[config.mk]
export PLATFORM = sky130hd
export DESIGN_NAME = decode_exec_pipe
export DESIGN_NICKNAME = d
export VERILOG_FILES = /design/src/rtl/decode_exec_pipe.sv
export SDC_FILE = /design/constraint.sdc
export NUM_CORES = 1
export LEC_CHECK = 0
export CAP_MARGIN = 30
export CORE_ASPECT_RATIO = 1.75
export CORE_MARGIN = 1
export CORE_UTILIZATION = 45
export CTS_CLUSTER_DIAMETER = 150
export DETAILED_ROUTE_END_ITERATION = 16
export PLACE_DENSITY = 0.74
export RECOVER_POWER = 50
export SKIP_LAST_GASP = 1
export SYNTH_ARGS = -nofsm -noshare
export SYNTH_HDL_FRONTEND = slang
export SYNTH_SLANG_ARGS = --single-unit
[constraint.sdc]
create_clock -name i_clk -period 5.3 [get_ports i_clk]
set_input_delay 1.06 -clock i_clk [delete_from_list [all_inputs] [get_ports i_clk]]
set_output_delay 1.06 -clock i_clk [all_outputs]
set_load 0.02 [all_outputs]
[src/rtl/decode_exec_pipe.sv]
// ---------------------------------------------------------------------------
// decode_exec_pipe
//   Decode -> execute boundary of the pipelined RV32I core. Holds the opaque
//   decoded bundle plus the rd/load sideband needed for hazard detection,
//   handshaked with valid/ready on both sides.
//
//   SKID=1 : main + skid entry, o_d_ready depends on registered state only.
//   SKID=0 : single main entry, o_d_ready passes i_e_ready through.
//
//   Also hosts the load-use interlock, branch/jump flush and two saturating
//   performance counters (interlock stall cycles, entries killed by flush).
//
// Ports
//   i_clk, i_rst           clock (rising edge), synchronous active-high reset
//   i_flush                kill held entries, drop this cycle's input
//   i_d_valid/o_d_ready    decode-side handshake
//   i_d_payload            decoded bundle
//   i_d_rs1/rs2_addr,_use  sources of the incoming instruction
//   i_d_rd_addr/_wren      destination of the incoming instruction
//   i_d_is_load            incoming instruction is a load
//   o_e_valid/i_e_ready    execute-side handshake
//   o_e_payload, o_e_rd_addr, o_e_rd_wren, o_e_is_load   oldest held entry
//   o_hazard               load-use interlock active this cycle
//   o_stall_cnt            saturating count of interlock cycles
//   o_flush_cnt            saturating count of valid entries killed by flush
// ---------------------------------------------------------------------------
module decode_exec_pipe #(
    parameter int PAYLOAD_W = 160,
    parameter int SKID      = 1,
    parameter int CNT_W     = 16
) (
    input  logic                 i_clk,
    input  logic                 i_rst,
    input  logic                 i_flush,
    input  logic                 i_d_valid,
    output logic                 o_d_ready,
    input  logic [PAYLOAD_W-1:0] i_d_payload,
    input  logic [4:0]           i_d_rs1_addr,
    input  logic [4:0]           i_d_rs2_addr,
    input  logic                 i_d_rs1_use,
    input  logic                 i_d_rs2_use,
    input  logic [4:0]           i_d_rd_addr,
    input  logic                 i_d_rd_wren,
    input  logic                 i_d_is_load,
    output logic                 o_e_valid,
    input  logic                 i_e_ready,
    output logic [PAYLOAD_W-1:0] o_e_payload,
    output logic [4:0]           o_e_rd_addr,
    output logic                 o_e_rd_wren,
    output logic                 o_e_is_load,
    output logic                 o_hazard,
    output logic [CNT_W-1:0]     o_stall_cnt,
    output logic [CNT_W-1:0]     o_flush_cnt
);

    typedef struct packed {
        logic [PAYLOAD_W-1:0] payload;
        logic [4:0]           rd_addr;
        logic                 rd_wren;
        logic                 is_load;
    } entry_t;

    function automatic logic [CNT_W-1:0] sat_add(input logic [CNT_W-1:0] a,
                                                 input logic [1:0]       inc);
        logic [CNT_W:0] sum;
        sum = {1'b0, a} + {{(CNT_W-1){1'b0}}, inc};
        return sum[CNT_W] ? {CNT_W{1'b1}} : sum[CNT_W-1:0];
    endfunction

    entry_t           main_q, main_d, skid_q, skid_d, in_entry, young;
    logic             main_valid_q, main_valid_d, skid_valid_q, skid_valid_d;
    logic [CNT_W-1:0] stall_q, stall_d, flush_q, flush_d;
    logic             hazard, accept, consume, young_valid;
    logic [1:0]       flush_inc;

    assign in_entry = '{payload: i_d_payload, rd_addr: i_d_rd_addr,
                        rd_wren: i_d_rd_wren, is_load: i_d_is_load};

    // The youngest held entry is the one an incoming instruction depends on.
    assign young_valid = main_valid_q | skid_valid_q;
    assign young       = skid_valid_q ? skid_q : main_q;

    assign hazard = i_d_valid && young_valid && young.is_load && young.rd_wren &&
                    (young.rd_addr != 5'd0) &&
                    ((i_d_rs1_use && (i_d_rs1_addr == young.rd_addr)) ||
                     (i_d_rs2_use && (i_d_rs2_addr == young.rd_addr)));

    generate
        if (SKID != 0) begin : g_ready_skid
            assign o_d_ready = !skid_valid_q && !hazard;
        end else begin : g_ready_pass
            assign o_d_ready = (!main_valid_q || i_e_ready) && !hazard;
        end
    endgenerate

    assign accept  = i_d_valid && o_d_ready && !i_flush;
    assign consume = main_valid_q && i_e_ready;

    // Entries still held at a flush edge; a same-cycle consume is not a kill.
    assign flush_inc = {1'b0, main_valid_q && !i_e_ready} + {1'b0, skid_valid_q};

    always_comb begin
        main_d       = main_q;
        skid_d       = skid_q;
        main_valid_d = main_valid_q;
        skid_valid_d = skid_valid_q;
        if (i_flush) begin
            main_valid_d = 1'b0;
            skid_valid_d = 1'b0;
        end else if (consume) begin
            if (skid_valid_q) begin
                // TWO -> ONE: skid promotes; ready was low so nothing accepted.
                main_d       = skid_q;
                skid_valid_d = 1'b0;
            end else if (accept) begin
                main_d = in_entry;
            end else begin
                main_valid_d = 1'b0;
            end
        end else if (accept) begin
            // Only reachable with main full when SKID=1 (SKID=0 ready blocks it).
            if (main_valid_q) begin
                skid_d       = in_entry;
                skid_valid_d = 1'b1;
            end else begin
                main_d       = in_entry;
                main_valid_d = 1'b1;
            end
        end
    end

    always_comb begin
        stall_d = stall_q;
        flush_d = flush_q;
        if (hazard && !i_flush) begin
            stall_d = sat_add(stall_q, 2'd1);
        end
        if (i_flush) begin
            flush_d = sat_add(flush_q, flush_inc);
        end
    end

    always_ff @(posedge i_clk) begin
        if (i_rst) begin
            main_q       <= '0;
            skid_q       <= '0;
            main_valid_q <= 1'b0;
            skid_valid_q <= 1'b0;
            stall_q      <= '0;
            flush_q      <= '0;
        end else begin
            main_q       <= main_d;
            skid_q       <= skid_d;
            main_valid_q <= main_valid_d;
            skid_valid_q <= skid_valid_d;
            stall_q      <= stall_d;
            flush_q      <= flush_d;
        end
    end

    assign o_e_valid   = main_valid_q;
    assign o_e_payload = main_q.payload;
    assign o_e_rd_addr = main_q.rd_addr;
    assign o_e_rd_wren = main_q.rd_wren;
    assign o_e_is_load = main_q.is_load;
    assign o_hazard    = hazard;
    assign o_stall_cnt = stall_q;
    assign o_flush_cnt = flush_q;

endmodule

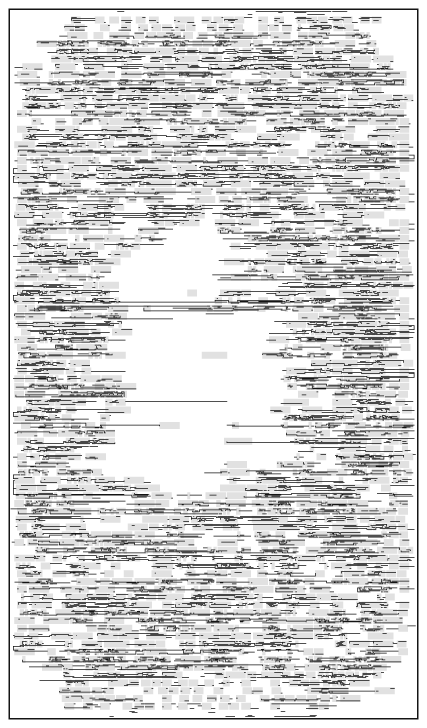
Fig. 1. Metal 1.
1976 nets have wire on it. The longest straight run is 45.1 um. The wires run mostly horizontal. The layer carries 17700 um of wire.

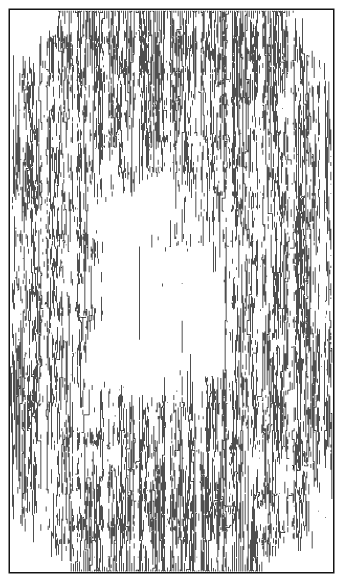
Fig. 2. M2 wires.
The layer carries 24.1 mm of wire. 1830 nets have wire on it. The layer holds 50% of the routed length. The wires run mostly vertical. The longest straight run is 49.1 um.

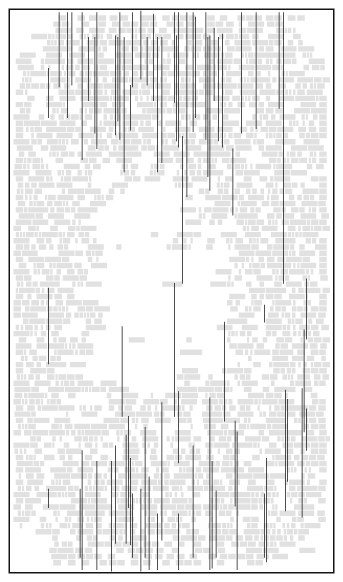
Fig. 3. Signal wires on met4.
The layer holds 6.7% of the routed length. 65 nets have wire on it. The longest straight run is 119 um.

==> impl_metrics.tcl <==
# place-and-route summary
set metrics [dict create \
    run_status "complete, but fails checks" \
    violations "max-capacitance violations, max-slew violations" \
    placedCellCount 2403 \
    core.rowCount 89 \
    timing.max_slew.rel_slack_pct -42.3 \
    cp_num_buf_inv 2 \
    cp_slowest_stage_delay_ps 720 \
    finalNetCount 2172 \
    max_freq_mhz 212 \
    slew_violations 169 \
    i_o_buffers 385 \
    boundaryPins 386 \
    dp.final_hpwl_um 29600 \
    mappedNetlistArea_um2 15400 \
    gr-total-overflow 0 \
    top_cells_by_area "sky130_fd_sc_hd__dfxtp_1, sky130_fd_sc_hd__mux2i_1, sky130_fd_sc_hd__nand2_1" \
    post-place-ws_ps 819 \
    chipHeight_um 247 \
    log.warning_count 41 \
    synth_cells 1729 \
    gp_congestion 0.835 \
    final_worst_hold_slack_ps 451 \
    cpMaxStageDelayCell "sky130_fd_sc_hd__dfxtp_1" \
    whs_endpoint "skid_q[124]$_SDFFE_PP0P_" \
    worstReg2RegStart "skid_valid_q$_SDFFE_PP0P_" \
    core_util_floorplan_pct 45.7 \
    route.vias.total 14200 \
    top_area_share_pct 47.8 \
    critical_path_class "flip-flop to output pin" \
    synth_cell_types 48 \
    post-synth-top-area-cell "sky130_fd_sc_hd__dfxtp_1" \
    path_cells "mux2i_1 > xnor2_1 > nor4_1 > a32oi_1 > or2_2 > inv_1 > nor2_1 > clkdlybuf4s50_1" \
    crit-reg2reg-capture "skid_q[39]$_SDFFE_PP0P_" \
    ys_cells 1729 \
    antenna_found_initial 7 \
    postSynth.topFlopCell "sky130_fd_sc_hd__dfxtp_1" \
    drc 0 \
    drive_gt1_share_pct 4.28 \
    number_of_maximum_capacitance_constraint_violations 2 \
    tns_ps 0 \
    worstPathArrival_ps 3650 \
    hold_violations 0 \
    number_of_flops_mapped_to_enable_cells_by_yosys 0 \
    critPathCaptureType "output pin" \
    drt_first_iter_violations 961 \
    cts.sinks 368 \
    total_setup_buffers_inserted_after_cts 0 \
    cp-start-kind "flip-flop" \
]
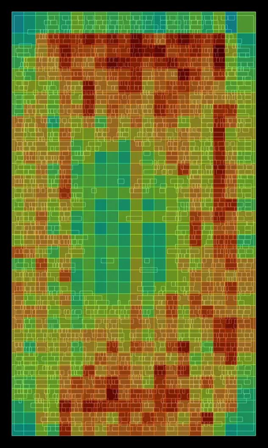
Fig. 4. Routing congestion.
Util after Layout: 60.7%
M1 GR Usage: 29.5%
met3 GRT Util: 5.54%
most used routing layer in global routing: met2
Global Route Usage Sum: 26.7%

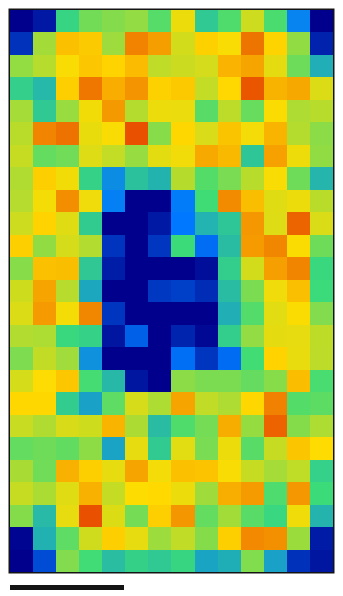
Fig. 5. Local utilization.
The bar under the picture is 50 um long. 14 x 25 tiles, from dark blue (low) to red (high), 0 to 100% covered.
The emptiest ninth of the die: middle. 6.9% of the tiles are nearly empty. The mean over all tiles is 57%. The fullest tile reaches 91%. 23% of the tiles are over 75% full.

[worst min-delay path: cells and delay by family (launching register included)]
family	cells	cell delay [ps]
AOI/OAI and AO/OA	1	50
DFF	1	310
and+or+nand+nor	1	50
[final cells by class]
cell class | instances | area [um2]
antenna | 8 | 20.0
clock buffer | 51 | 1080
clock inverter | 12 | 91.3
fill | 2900 | 13300
inverter | 11 | 46.3
multi-input combinational | 1169 | 7220
sequential | 368 | 7370
tap | 455 | 569
timing repair buffer | 400 | 4090
[worst max-delay path by stage]
stage | from | end | slack, ps | cells after the start
after global placement | i_d_rs2_addr[2] | o_d_ready | 820 | 8
after global routing | skid_valid_q$_SDFFE_PP0P_ | o_d_ready | 330 | 8
after floorplan | i_d_rs2_addr[1] | o_d_ready | 1920 | 6
after CTS | skid_valid_q$_SDFFE_PP0P_ | o_hazard | 590 | 7
after detailed placement | i_d_rs2_addr[2] | o_hazard | 820 | 7
final | skid_valid_q$_SDFFE_PP0P_ | o_d_ready | 590 | 8
[state kept, by name, summed over array words and instances, names as in the netlist]
name and count:
skid_q 167, o_e_rd_addr 5, o_stall_cnt 16, o_e_is_load 1, o_e_payload 160, o_e_rd_wren 1
skid_valid_q 1, o_flush_cnt 16, o_e_valid 1
[cells by family (layout without fill, tap and decap cells)]
group                      Yosys count  in the layout  share of synthesized area, %
and+or+nand+nor                    581            581                          17.6
other                                0              8                             0
AOI/OAI and AO/OA                  394            394                          16.4
buffers and inverters              192            474                          5.69
DFF                                368            368                          47.8
xor gates and xnor gates            20             20                          1.14
adders and majority gates            3              3                         0.292
muxes                              171            171                          11.1
[power breakdown]
part	total (W)	leakage [nW]	internal [W]	switching (W)
clock network	0.00254	0.587	0.00147	0.00107
logic	0.000627	5.05	0.000283	0.000344
registers	0.00288	2.99	0.00284	0.0000440
total	0.00605	8.63	0.00459	0.00146
[through the flow]
| stage | utilization, % | total power, W | area (um2) |
|---|---|---|---|
| 2_1_floorplan | - | 0.00324 | 15400 |
| 5_1_grt | 60.7 | 0.00626 | 20500 |
| 3_5_place_dp | 57.3 | 0.00360 | 19300 |
| 4_1_cts | 60.8 | 0.00614 | 20500 |
| 6_report | 60.7 | 0.00605 | 20500 |
| 3_3_place_gp | 57.2 | 0.00359 | 19300 |
[layer usage]
metal	share of wire (%)	track usage, %	vias to the layer above	wire [um]
li1	-	-	6782	-
met1	37	29.5	6744	17700
met2	50	46.1	529	24100
met3	6.3	5.54	155	3040
met4	6.7	17.4	0	3220
met5	0	0	-	0
[layout by cell type, fill, tap and decap left out, types with 13 or more instances in the layout]
cell                                n
sky130_fd_sc_hd__nand4_1          170
sky130_fd_sc_hd__nand2_1          349
sky130_fd_sc_hd__dfxtp_1          368
sky130_fd_sc_hd__nor2_1            13
sky130_fd_sc_hd__dlygate4sd3_1    201
sky130_fd_sc_hd__clkdlybuf4s50_1  183
sky130_fd_sc_hd__and3_1            13
sky130_fd_sc_hd__mux2i_1          170
sky130_fd_sc_hd__clkbuf_16         37
sky130_fd_sc_hd__o31ai_1          167
sky130_fd_sc_hd__a21oi_1          184
Power figures rest on the tool's default switching activity, not on a simulated workload.
